<file path="src/rtl/mem_bus_arbiter_if.sv">
// Native-style memory bus channel (valid/ready handshake) between one master and one slave.
interface mem_bus_arbiter_if;
   logic        valid;
   logic        ready;
   logic        instr;
   logic [3:0]  wstrb;
   logic [31:0] addr;
   logic [31:0] wdata;
   logic [31:0] rdata;

   modport master (output valid, instr, wstrb, addr, wdata, input ready, rdata);
   modport slave  (input valid, instr, wstrb, addr, wdata, output ready, rdata);
endinterface

</file>
<file path="src/rtl/mem_bus_arbiter.sv">
// Round-robin arbiter of the CPU (m0) and a debug/loader master (m1) onto one memory port.
// Optional feature: define ARB_TIMEOUT_EN for a BUSY watchdog that answers stalled requests with ERR_RDATA.
module mem_bus_arbiter #(
   parameter int unsigned TIMEOUT_CYCLES = 255,
   parameter logic [31:0] ERR_RDATA      = 32'hDEADBEEF
) (
   input  logic              clk,
   input  logic              resetn,
   mem_bus_arbiter_if.slave  m0,
   mem_bus_arbiter_if.slave  m1,
   mem_bus_arbiter_if.master s,
   output logic              timeout_err
);

   typedef enum logic {IDLE, BUSY} state_t;

   state_t      state;
   state_t      next_state;
   logic        grant;
   logic        next_grant;
   logic        last_grant;
   logic        next_last_grant;
   logic        grant_valid;
   logic        timeout_hit;
   logic        respond;
   logic [31:0] resp_data;

   assign grant_valid = grant ? m1.valid : m0.valid;

`ifdef ARB_TIMEOUT_EN
   localparam logic [7:0] TIMEOUT_LIMIT = 8'(TIMEOUT_CYCLES);

   logic [7:0] wait_count;

   assign timeout_hit = (state == BUSY) && (wait_count == TIMEOUT_LIMIT);

   // Watchdog counts stalled BUSY cycles; every return to IDLE starts it over.
   always_ff @(posedge clk or negedge resetn) begin
      if (!resetn) begin
         wait_count  <= '0;
         timeout_err <= 1'b0;
      end
      else begin
         if (next_state == IDLE) begin
            wait_count <= '0;
         end
         else if ((state == BUSY) && !s.ready) begin
            wait_count <= wait_count + 8'd1;
         end
         if (timeout_hit && grant_valid) begin
            timeout_err <= 1'b1;
         end
      end
   end
`else
   assign timeout_hit = 1'b0;
   assign timeout_err = 1'b0;
`endif

   always_ff @(posedge clk or negedge resetn) begin
      if (!resetn) begin
         state      <= IDLE;
         grant      <= 1'b0;
         last_grant <= 1'b1;
      end
      else begin
         state      <= next_state;
         grant      <= next_grant;
         last_grant <= next_last_grant;
      end
   end

   // Downstream fields are zeroed unless a live granted request is on the bus,
   // so an idle or losing master never leaks onto s.
   always_comb begin
      next_state      = state;
      next_grant      = grant;
      next_last_grant = last_grant;
      respond         = 1'b0;
      resp_data       = '0;
      s.valid         = 1'b0;
      s.instr         = 1'b0;
      s.wstrb         = '0;
      s.addr          = '0;
      s.wdata         = '0;
      case (state)
         IDLE: begin
            if (m0.valid && m1.valid) begin
               next_grant = !last_grant;
               next_state = BUSY;
            end
            else if (m0.valid) begin
               next_grant = 1'b0;
               next_state = BUSY;
            end
            else if (m1.valid) begin
               next_grant = 1'b1;
               next_state = BUSY;
            end
         end
         BUSY: begin
            if (!grant_valid) begin
               next_state = IDLE;
            end
            else if (timeout_hit) begin
               respond         = 1'b1;
               resp_data       = ERR_RDATA;
               next_last_grant = grant;
               next_state      = IDLE;
            end
            else begin
               s.valid = 1'b1;
               s.instr = grant ? 1'b0 : m0.instr;
               s.wstrb = grant ? m1.wstrb : m0.wstrb;
               s.addr  = grant ? m1.addr : m0.addr;
               s.wdata = grant ? m1.wdata : m0.wdata;
               if (s.ready) begin
                  respond         = 1'b1;
                  resp_data       = s.rdata;
                  next_last_grant = grant;
                  next_state      = IDLE;
               end
            end
         end
         default: begin
            next_state = IDLE;
         end
      endcase
   end

   assign m0.ready = respond && !grant;
   assign m1.ready = respond && grant;
   assign m0.rdata = (respond && !grant) ? resp_data : '0;
   assign m1.rdata = (respond && grant) ? resp_data : '0;

endmodule

</file>
<file path="src/flat_wrapper.sv">
// flat-port wrapper written by rule: the top's interface ports become plain ports
module mem_bus_arbiter_flat 
#(
   parameter int unsigned TIMEOUT_CYCLES = 255,
   parameter logic [31:0] ERR_RDATA      = 32'hDEADBEEF
)
  (clk, resetn, timeout_err, m0_valid, m0_instr, m0_wstrb, m0_addr, m0_wdata, m0_ready, m0_rdata, m1_valid, m1_instr, m1_wstrb, m1_addr, m1_wdata, m1_ready, m1_rdata, s_valid, s_instr, s_wstrb, s_addr, s_wdata, s_ready, s_rdata);
  mem_bus_arbiter_if m0_i ();
  mem_bus_arbiter_if m1_i ();
  mem_bus_arbiter_if s_i ();
  input  logic clk;
  input  logic resetn;
  output logic timeout_err;
  input wire logic [$bits(m0_i.valid)-1:0] m0_valid;
  input wire logic [$bits(m0_i.instr)-1:0] m0_instr;
  input wire logic [$bits(m0_i.wstrb)-1:0] m0_wstrb;
  input wire logic [$bits(m0_i.addr)-1:0] m0_addr;
  input wire logic [$bits(m0_i.wdata)-1:0] m0_wdata;
  output wire logic [$bits(m0_i.ready)-1:0] m0_ready;
  output wire logic [$bits(m0_i.rdata)-1:0] m0_rdata;
  input wire logic [$bits(m1_i.valid)-1:0] m1_valid;
  input wire logic [$bits(m1_i.instr)-1:0] m1_instr;
  input wire logic [$bits(m1_i.wstrb)-1:0] m1_wstrb;
  input wire logic [$bits(m1_i.addr)-1:0] m1_addr;
  input wire logic [$bits(m1_i.wdata)-1:0] m1_wdata;
  output wire logic [$bits(m1_i.ready)-1:0] m1_ready;
  output wire logic [$bits(m1_i.rdata)-1:0] m1_rdata;
  output wire logic [$bits(s_i.valid)-1:0] s_valid;
  output wire logic [$bits(s_i.instr)-1:0] s_instr;
  output wire logic [$bits(s_i.wstrb)-1:0] s_wstrb;
  output wire logic [$bits(s_i.addr)-1:0] s_addr;
  output wire logic [$bits(s_i.wdata)-1:0] s_wdata;
  input wire logic [$bits(s_i.ready)-1:0] s_ready;
  input wire logic [$bits(s_i.rdata)-1:0] s_rdata;
  assign m0_i.valid = m0_valid;
  assign m0_i.instr = m0_instr;
  assign m0_i.wstrb = m0_wstrb;
  assign m0_i.addr = m0_addr;
  assign m0_i.wdata = m0_wdata;
  assign m0_ready = m0_i.ready;
  assign m0_rdata = m0_i.rdata;
  assign m1_i.valid = m1_valid;
  assign m1_i.instr = m1_instr;
  assign m1_i.wstrb = m1_wstrb;
  assign m1_i.addr = m1_addr;
  assign m1_i.wdata = m1_wdata;
  assign m1_ready = m1_i.ready;
  assign m1_rdata = m1_i.rdata;
  assign s_valid = s_i.valid;
  assign s_instr = s_i.instr;
  assign s_wstrb = s_i.wstrb;
  assign s_addr = s_i.addr;
  assign s_wdata = s_i.wdata;
  assign s_i.ready = s_ready;
  assign s_i.rdata = s_rdata;
  mem_bus_arbiter #(.TIMEOUT_CYCLES(TIMEOUT_CYCLES), .ERR_RDATA(ERR_RDATA)) u_core (.clk(clk), .resetn(resetn), .m0(m0_i), .m1(m1_i), .s(s_i), .timeout_err(timeout_err));
endmodule
</file>
<file path="config.mk">
export PLATFORM = sky130hd
export DESIGN_NAME = mem_bus_arbiter_flat
export DESIGN_NICKNAME = d
export VERILOG_FILES = /design/src/rtl/mem_bus_arbiter_if.sv /design/src/rtl/mem_bus_arbiter.sv /design/src/flat_wrapper.sv
export SDC_FILE = /design/constraint.sdc
export NUM_CORES = 1
export LEC_CHECK = 0
export CAP_MARGIN = 15
export CORE_AREA = 2 2 121 123
export CTS_BUF_LIST = sky130_fd_sc_hd__clkbuf_8
export DETAILED_ROUTE_END_ITERATION = 12
export DIE_AREA = 0 0 123 125
export HOLD_SLACK_MARGIN = 0.05
export PLACE_DENSITY = 0.56
export SLEW_MARGIN = 10
export SYNTH_ARGS = -nofsm -noshare
export SYNTH_HDL_FRONTEND = slang
export SYNTH_SLANG_ARGS = --single-unit
</file>
<file path="constraint.sdc">
create_clock -name clk -period 1.1 [get_ports clk]
set_clock_uncertainty 0.05 [all_clocks]
set_input_delay 0.165 -clock clk [delete_from_list [all_inputs] [get_ports clk]]
set_output_delay 0.165 -clock clk [all_outputs]
set_load 0.005 [all_outputs]
</file>
==> images/metal_stack.png <==
(4 px per micron)
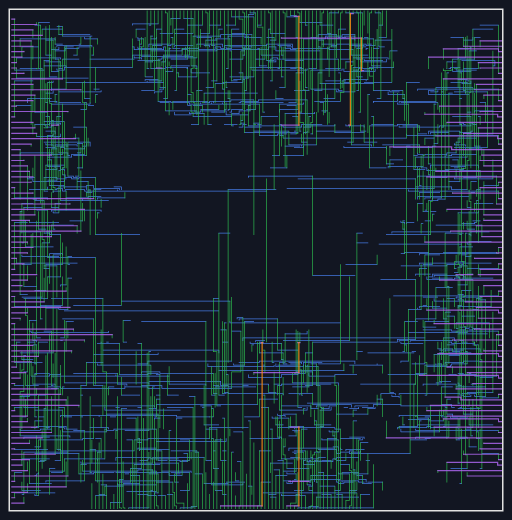
Purple is met3, wire length 1410 microns. Blue is met1, wire length 5370 microns. Green is met2, wire length 7240 microns. Orange is met4, wire length 131 microns.

==> images/clock_map.png <==
(2 px per micron)
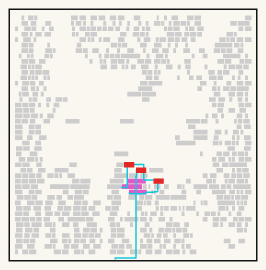
Cyan is clock wires, length 117 microns. Red is cells driving clock nets, count 3. Magenta is flip-flops, count 3.
There are 4 routed clock nets.

==> qor.yml <==
run_status:
  status: "finished with violations"
  violations: "negative setup slack"
final_layout:
  clk_share: 0.007156
  final_cell_mix: "clkdlybuf4s50_1 (171), buf_6 (81), buf_2 (76), nand3b_1 (68), and2_4 (59)"
  inverters: 1
  final_util: 0.4432
  diodes: 0
  flop-count: 3
  comb-cell-share: 0.3369
  fillers: 1401
power:
  clkPwrFrac: 0.046
  pg_comb_w: 0.00630
  p_sw_w: 0.002636
  power_w: 0.006830
timing:
  setup_viol: 139
  fin_ws_ns: -0.8236
  clock.fmax_mhz: 519.9
  hold_ws_ns: 0.07987
  slew_viol_final: 0
  rsz0062_at_grt: "true"
synthesis:
  synthXorXnorAreaFrac: 0
  yosys_warnings: 0
  synthArstFlopShare: 1.000
  yosys-top-cells-count: "nand3_1 (69), a21oi_1 (68), nand3b_1 (68)"
  yosys.area.top_type: "nand3b_1"
  edf_count: 0
worst_setup_path:
  max_stage_delay_ns: 0.49
  worstSetupEndpointType: "output pin"
route:
  wl_met2_mm: 7.236
  vias_per_cell: 4.517
placed_design:
  dp_slack_ns: -0.9049
  place.gp.congestion: 0.7912
grt:
  grt_start_max_net_pins: 39
==> images/gate_families.png <==
(2 px per micron)
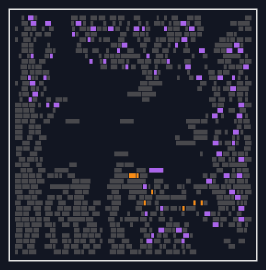
Purple is inverting AOI/OAI gates, cells 70, most used a21oi_2, where widely spread. Orange is NOR gates, cells 7, most used nor2_1, where bottom middle.

## metal layers
metal | vias up | track usage
met5 | - | 0
met4 | 0 | 0.02540
met3 | 12 | 0.04334
met2 | 191 | 0.2990
met1 | 1807 | 0.1680
li1 | 1861 | -
## logic make-up (layout without fill, tap and decap cells)
logic type | count (synthesis) | in the layout
AOI/OAI and AO/OA | 71 | 71
DFF | 3 | 3
buffers and inverters | 47 | 384
other | 1 | 1
muxes | 1 | 1
and+or+nand+nor | 213 | 213
## what timing repair did
action                     in CTS  in global routing
gates resized                 492                234
pin swaps                      18                 89
setup endpoints to repair     139                139
buffers inserted               23                 14
cloned                          6                  8
## sequential cells by signal, summed over array words and instances (netlist names)
register	flops
u_core.last_grant	1
u_core.state	1
u_core.grant	1
Power figures rest on the tool's default switching activity, not on a simulated workload.
